<file path="src/rtl/ex_mdu.sv">
// Multiply/divide unit for the EX stage: MULT/MULTU/MADD(U)/MSUB(U) and DIV/DIVU into HI/LO.
// Latency: multiply MUL_LAT cycles, divide WIDTH/DIV_BITS+1 cycles, counted from the start cycle.
// Backpressure: mdu_stall_req holds the pipeline front from the start cycle until the result cycle.
module ex_mdu #(
    parameter int WIDTH    = 32,
    parameter int DIV_BITS = 1,
    parameter int MUL_LAT  = 2
) (
    input  logic             clk,
    input  logic             rst,
    input  logic             mdu_start,
    input  logic [2:0]       mdu_op,
    input  logic [WIDTH-1:0] src_a,
    input  logic [WIDTH-1:0] src_b,
    input  logic [WIDTH-1:0] acc_hi,
    input  logic [WIDTH-1:0] acc_lo,
    input  logic             flush,
    output logic             mdu_stall_req,
    output logic             mdu_res_valid,
    output logic [WIDTH-1:0] mdu_hi_res,
    output logic [WIDTH-1:0] mdu_lo_res,
    output logic             mdu_div_zero
);

    localparam int DIV_ITERS = WIDTH / DIV_BITS;
    localparam int CNT_MAX   = (DIV_ITERS > MUL_LAT) ? DIV_ITERS : MUL_LAT;
    localparam int CNT_W     = $clog2(CNT_MAX + 1);
    localparam logic [WIDTH-1:0] ONE = WIDTH'(1);

    typedef enum logic [1:0] {S_IDLE, S_MUL, S_DIV, S_DONE} state_t;

    state_t             state_q, state_d;
    logic [CNT_W-1:0]   cnt_q, cnt_d;
    logic [2:0]         op_q;
    logic [WIDTH-1:0]   a_q, b_q, acch_q, accl_q;
    logic [WIDTH-1:0]   rem_q, quo_q, dvsr_q;
    logic               negq_q, negr_q;
    logic [WIDTH-1:0]   hi_q, lo_q;
    logic               dz_q;

    logic               accept;
    logic               wr_mul, wr_div;
    logic [2:0]         m_op;
    logic [WIDTH-1:0]   m_a, m_b, m_hi, m_lo;
    logic               m_sgn;
    logic [2*WIDTH-1:0] ext_a, ext_b, prod, mul_res;
    logic               d_sgn, a_neg, b_neg;
    logic [WIDTH-1:0]   a_mag, b_mag;
    logic [WIDTH:0]     it_rem;
    logic [WIDTH-1:0]   it_quo, q_fix, r_fix;

    assign accept        = (state_q == S_IDLE) && mdu_start && !flush;
    assign mdu_res_valid = (state_q == S_DONE);
    assign mdu_stall_req = ~rst & (accept | (((state_q == S_MUL) | (state_q == S_DIV)) & ~flush));
    assign mdu_hi_res    = hi_q;
    assign mdu_lo_res    = lo_q;
    assign mdu_div_zero  = dz_q;

    // Product and accumulate; live inputs are used in IDLE so MUL_LAT=1 can finish at the start edge.
    always_comb begin
        m_op    = (state_q == S_IDLE) ? mdu_op : op_q;
        m_a     = (state_q == S_IDLE) ? src_a  : a_q;
        m_b     = (state_q == S_IDLE) ? src_b  : b_q;
        m_hi    = (state_q == S_IDLE) ? acc_hi : acch_q;
        m_lo    = (state_q == S_IDLE) ? acc_lo : accl_q;
        m_sgn   = ~m_op[0];
        ext_a   = {{WIDTH{m_sgn & m_a[WIDTH-1]}}, m_a};
        ext_b   = {{WIDTH{m_sgn & m_b[WIDTH-1]}}, m_b};
        prod    = ext_a * ext_b;
        mul_res = prod;
        if (m_op[2]) begin
            mul_res = m_op[1] ? ({m_hi, m_lo} - prod) : ({m_hi, m_lo} + prod);
        end
    end

    // Operand magnitudes for the divider; signs are reapplied when the result is written.
    always_comb begin
        d_sgn = ~mdu_op[0];
        a_neg = d_sgn & src_a[WIDTH-1];
        b_neg = d_sgn & src_b[WIDTH-1];
        a_mag = a_neg ? (~src_a + ONE) : src_a;
        b_mag = b_neg ? (~src_b + ONE) : src_b;
    end

    // DIV_BITS restoring steps per cycle, then sign fixup of the final step's outputs.
    always_comb begin
        it_rem = {1'b0, rem_q};
        it_quo = quo_q;
        for (int i = 0; i < DIV_BITS; i++) begin
            it_rem = {it_rem[WIDTH-1:0], it_quo[WIDTH-1]};
            it_quo = {it_quo[WIDTH-2:0], 1'b0};
            if (it_rem >= {1'b0, dvsr_q}) begin
                it_rem    = it_rem - {1'b0, dvsr_q};
                it_quo[0] = 1'b1;
            end
        end
        q_fix = negq_q ? (~it_quo + ONE) : it_quo;
        r_fix = negr_q ? (~it_rem[WIDTH-1:0] + ONE) : it_rem[WIDTH-1:0];
    end

    // Next-state and result-write decisions; flush drops any in-flight op back to IDLE.
    always_comb begin
        state_d = state_q;
        cnt_d   = cnt_q;
        wr_mul  = 1'b0;
        wr_div  = 1'b0;
        case (state_q)
            S_IDLE: begin
                if (accept) begin
                    if (mdu_op[2:1] == 2'b01) begin
                        state_d = S_DIV;
                        cnt_d   = CNT_W'(DIV_ITERS);
                    end else if (MUL_LAT == 1) begin
                        state_d = S_DONE;
                        wr_mul  = 1'b1;
                    end else begin
                        state_d = S_MUL;
                        cnt_d   = CNT_W'(MUL_LAT - 1);
                    end
                end
            end
            S_MUL: begin
                if (flush) begin
                    state_d = S_IDLE;
                end else if (cnt_q == CNT_W'(1)) begin
                    state_d = S_DONE;
                    wr_mul  = 1'b1;
                end else begin
                    cnt_d = cnt_q - CNT_W'(1);
                end
            end
            S_DIV: begin
                if (flush) begin
                    state_d = S_IDLE;
                end else if (cnt_q == CNT_W'(1)) begin
                    state_d = S_DONE;
                    wr_div  = 1'b1;
                end else begin
                    cnt_d = cnt_q - CNT_W'(1);
                end
            end
            default: state_d = S_IDLE;
        endcase
    end

    // State, operand latches, divider datapath and architectural results.
    always_ff @(posedge clk or posedge rst) begin
        if (rst) begin
            state_q <= S_IDLE;
            cnt_q   <= '0;
            op_q    <= '0;
            a_q     <= '0;
            b_q     <= '0;
            acch_q  <= '0;
            accl_q  <= '0;
            rem_q   <= '0;
            quo_q   <= '0;
            dvsr_q  <= '0;
            negq_q  <= 1'b0;
            negr_q  <= 1'b0;
            hi_q    <= '0;
            lo_q    <= '0;
            dz_q    <= 1'b0;
        end else begin
            state_q <= state_d;
            cnt_q   <= cnt_d;
            if (accept) begin
                op_q   <= mdu_op;
                a_q    <= src_a;
                b_q    <= src_b;
                acch_q <= acc_hi;
                accl_q <= acc_lo;
                rem_q  <= '0;
                quo_q  <= a_mag;
                dvsr_q <= b_mag;
                negq_q <= a_neg ^ b_neg;
                negr_q <= a_neg;
            end else if (state_q == S_DIV && !flush) begin
                rem_q <= it_rem[WIDTH-1:0];
                quo_q <= it_quo;
            end
            if (wr_mul) begin
                hi_q <= mul_res[2*WIDTH-1:WIDTH];
                lo_q <= mul_res[WIDTH-1:0];
                dz_q <= 1'b0;
            end else if (wr_div) begin
                if (dvsr_q == '0) begin
                    hi_q <= a_q;
                    lo_q <= '1;
                    dz_q <= 1'b1;
                end else begin
                    hi_q <= r_fix;
                    lo_q <= q_fix;
                    dz_q <= 1'b0;
                end
            end
        end
    end

endmodule

</file>
<file path="config.mk">
export PLATFORM = sky130hd
export DESIGN_NAME = ex_mdu
export DESIGN_NICKNAME = d
export VERILOG_FILES = /design/src/rtl/ex_mdu.sv
export SDC_FILE = /design/constraint.sdc
export NUM_CORES = 2
export LEC_CHECK = 0
export CAP_MARGIN = 10
export CORE_AREA = 8 8 323 325
export DETAILED_ROUTE_END_ITERATION = 10
export DIE_AREA = 0 0 331 333
export PLACE_DENSITY_LB_ADDON = 0.15
export SLEW_MARGIN = 20
export SYNTH_ARGS = -nofsm -noshare
export SYNTH_HDL_FRONTEND = slang
export SYNTH_SLANG_ARGS = --single-unit
</file>
<file path="constraint.sdc">
create_clock -name clk -period 30.5 [get_ports clk]
set_input_delay 9.15 -clock clk [delete_from_list [all_inputs] [get_ports clk]]
set_output_delay 9.15 -clock clk [all_outputs]
set_load 0.03 [all_outputs]
</file>
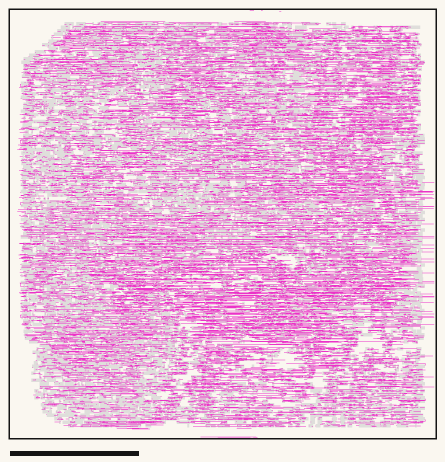
(the metal 1 layer)
The bar under the picture is 100 microns long.
share of all routed wire = 35%
wire length on this layer = 78.6 mm
main direction = horizontal
GR Util met1: 49.97%
via count: 54,974

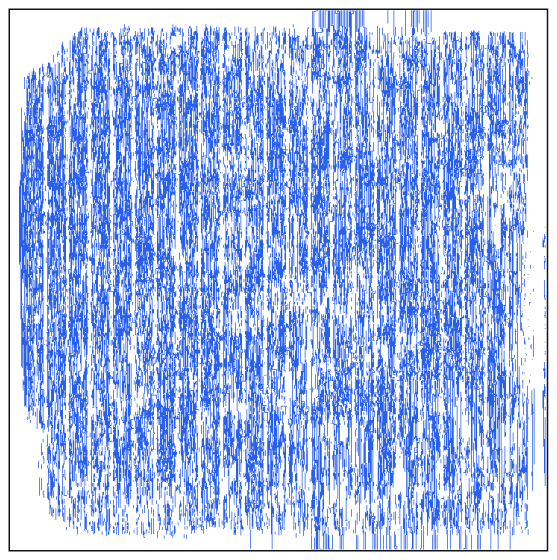
(met2 routing)
share of all routed wire = 45%
wire length on this layer = 99.4 mm
longest straight run = 90.8 microns
M2 GR Usage: 62.06%
Routed WL: 223.1 mm

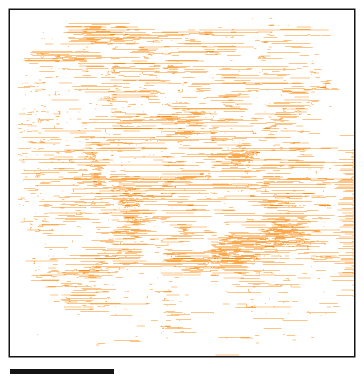
(M3 wires)
The bar under the picture is 100 microns long.
main direction = horizontal
longest straight run = 150 microns

==> results.sh <==
# physical design summary
export IMPL_clock_path_buffers=3
export IMPL_signal_buffers=291
export IMPL_drive_gt1_share_pct=4.784
export IMPL_synth_edff_count=0
export IMPL_yosys_area_share_simple_pct=16.54
export IMPL_finalHoldViolations=0
export IMPL_fin_nets=8983
export IMPL_status="finished, final reports clean"
export IMPL_maxCapViolations=0
export IMPL_grt_max_degree=129
export IMPL_cts_tree="done"
export IMPL_ios=202
export IMPL_ys_types=111
export IMPL_fp_util_pct=63.18
export IMPL_critPathLaunch="src_a[31]"
export IMPL_largestClassByArea="combinational gates"
export IMPL_gr_total_overflow=0
export IMPL_cp_end_kind="register"
export IMPL_finalSetupViolations=0
export IMPL_slew_violations=0
export IMPL_synth_flops=301
export IMPL_fin_crit_sh_pct=73.11
export IMPL_rsz0062_at_grt="no"
export IMPL_port_buffers=201
export IMPL_clock_area_share_pct=1.607
export IMPL_place_hpwl_mm=178.7
export IMPL_fin_crit_ns=22.30
export IMPL_critPathKind="in2reg"
export IMPL_ff_type="dfrtp_1"
export IMPL_syn_avg_cell_area_sq_um=8.410
export IMPL_r2r_cells=45
export IMPL_hold_buffers=0
export IMPL_critPathBufInv=8
export IMPL_cp_max_fo=26
export IMPL_slowest_stage="clkdlybuf4s50_1"
export IMPL_dieArea_sq_um=110200
export IMPL_rows=116
export IMPL_worst_pin_slew_ns=1.200
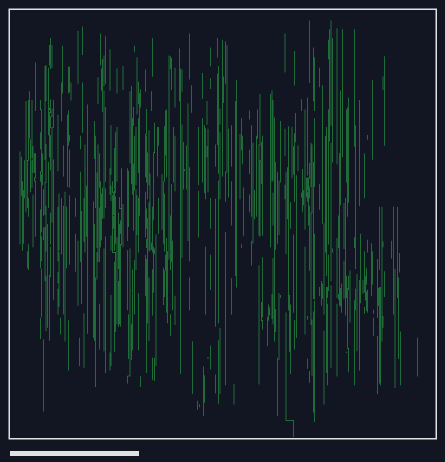
(metal 4)
The bar under the picture is 100 microns long.
main direction = vertical
wire length on this layer = 19,800 microns
nets with wire on the layer = 324
longest straight run = 237 microns

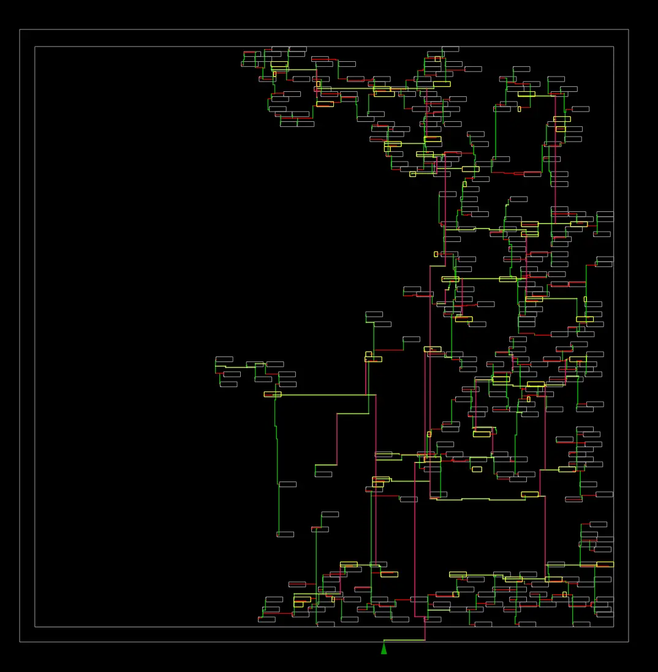
(clock wiring as the flow saved it)
clock latency on the worst-skew pair: 0.58 ns
layout sequential cell count: 301
clock skew: 0.03044 ns
TritonCTS buffer count: 35

[sequential cells by signal, summed over array words and instances, names as in the netlist, 2 cells and up]
| signal | cells |
|---|---|
| state_q | 2 |
| acch_q | 32 |
| accl_q | 32 |
| a_q | 32 |
| rem_q | 32 |
| quo_q | 32 |
| b_q | 32 |
| op_q | 3 |
| cnt_q | 6 |
| mdu_hi_res | 32 |
| mdu_lo_res | 32 |
| dvsr_q | 31 |
[per-layer routing]
layer | track usage (%) | vias to the layer above | routed length [microns]
met5 | 0 | - | 29
met4 | 27.88 | 6 | 19830
met3 | 9.833 | 981 | 25200
met2 | 62.06 | 3432 | 99420
met1 | 49.97 | 27142 | 78570
li1 | - | 23413 | -
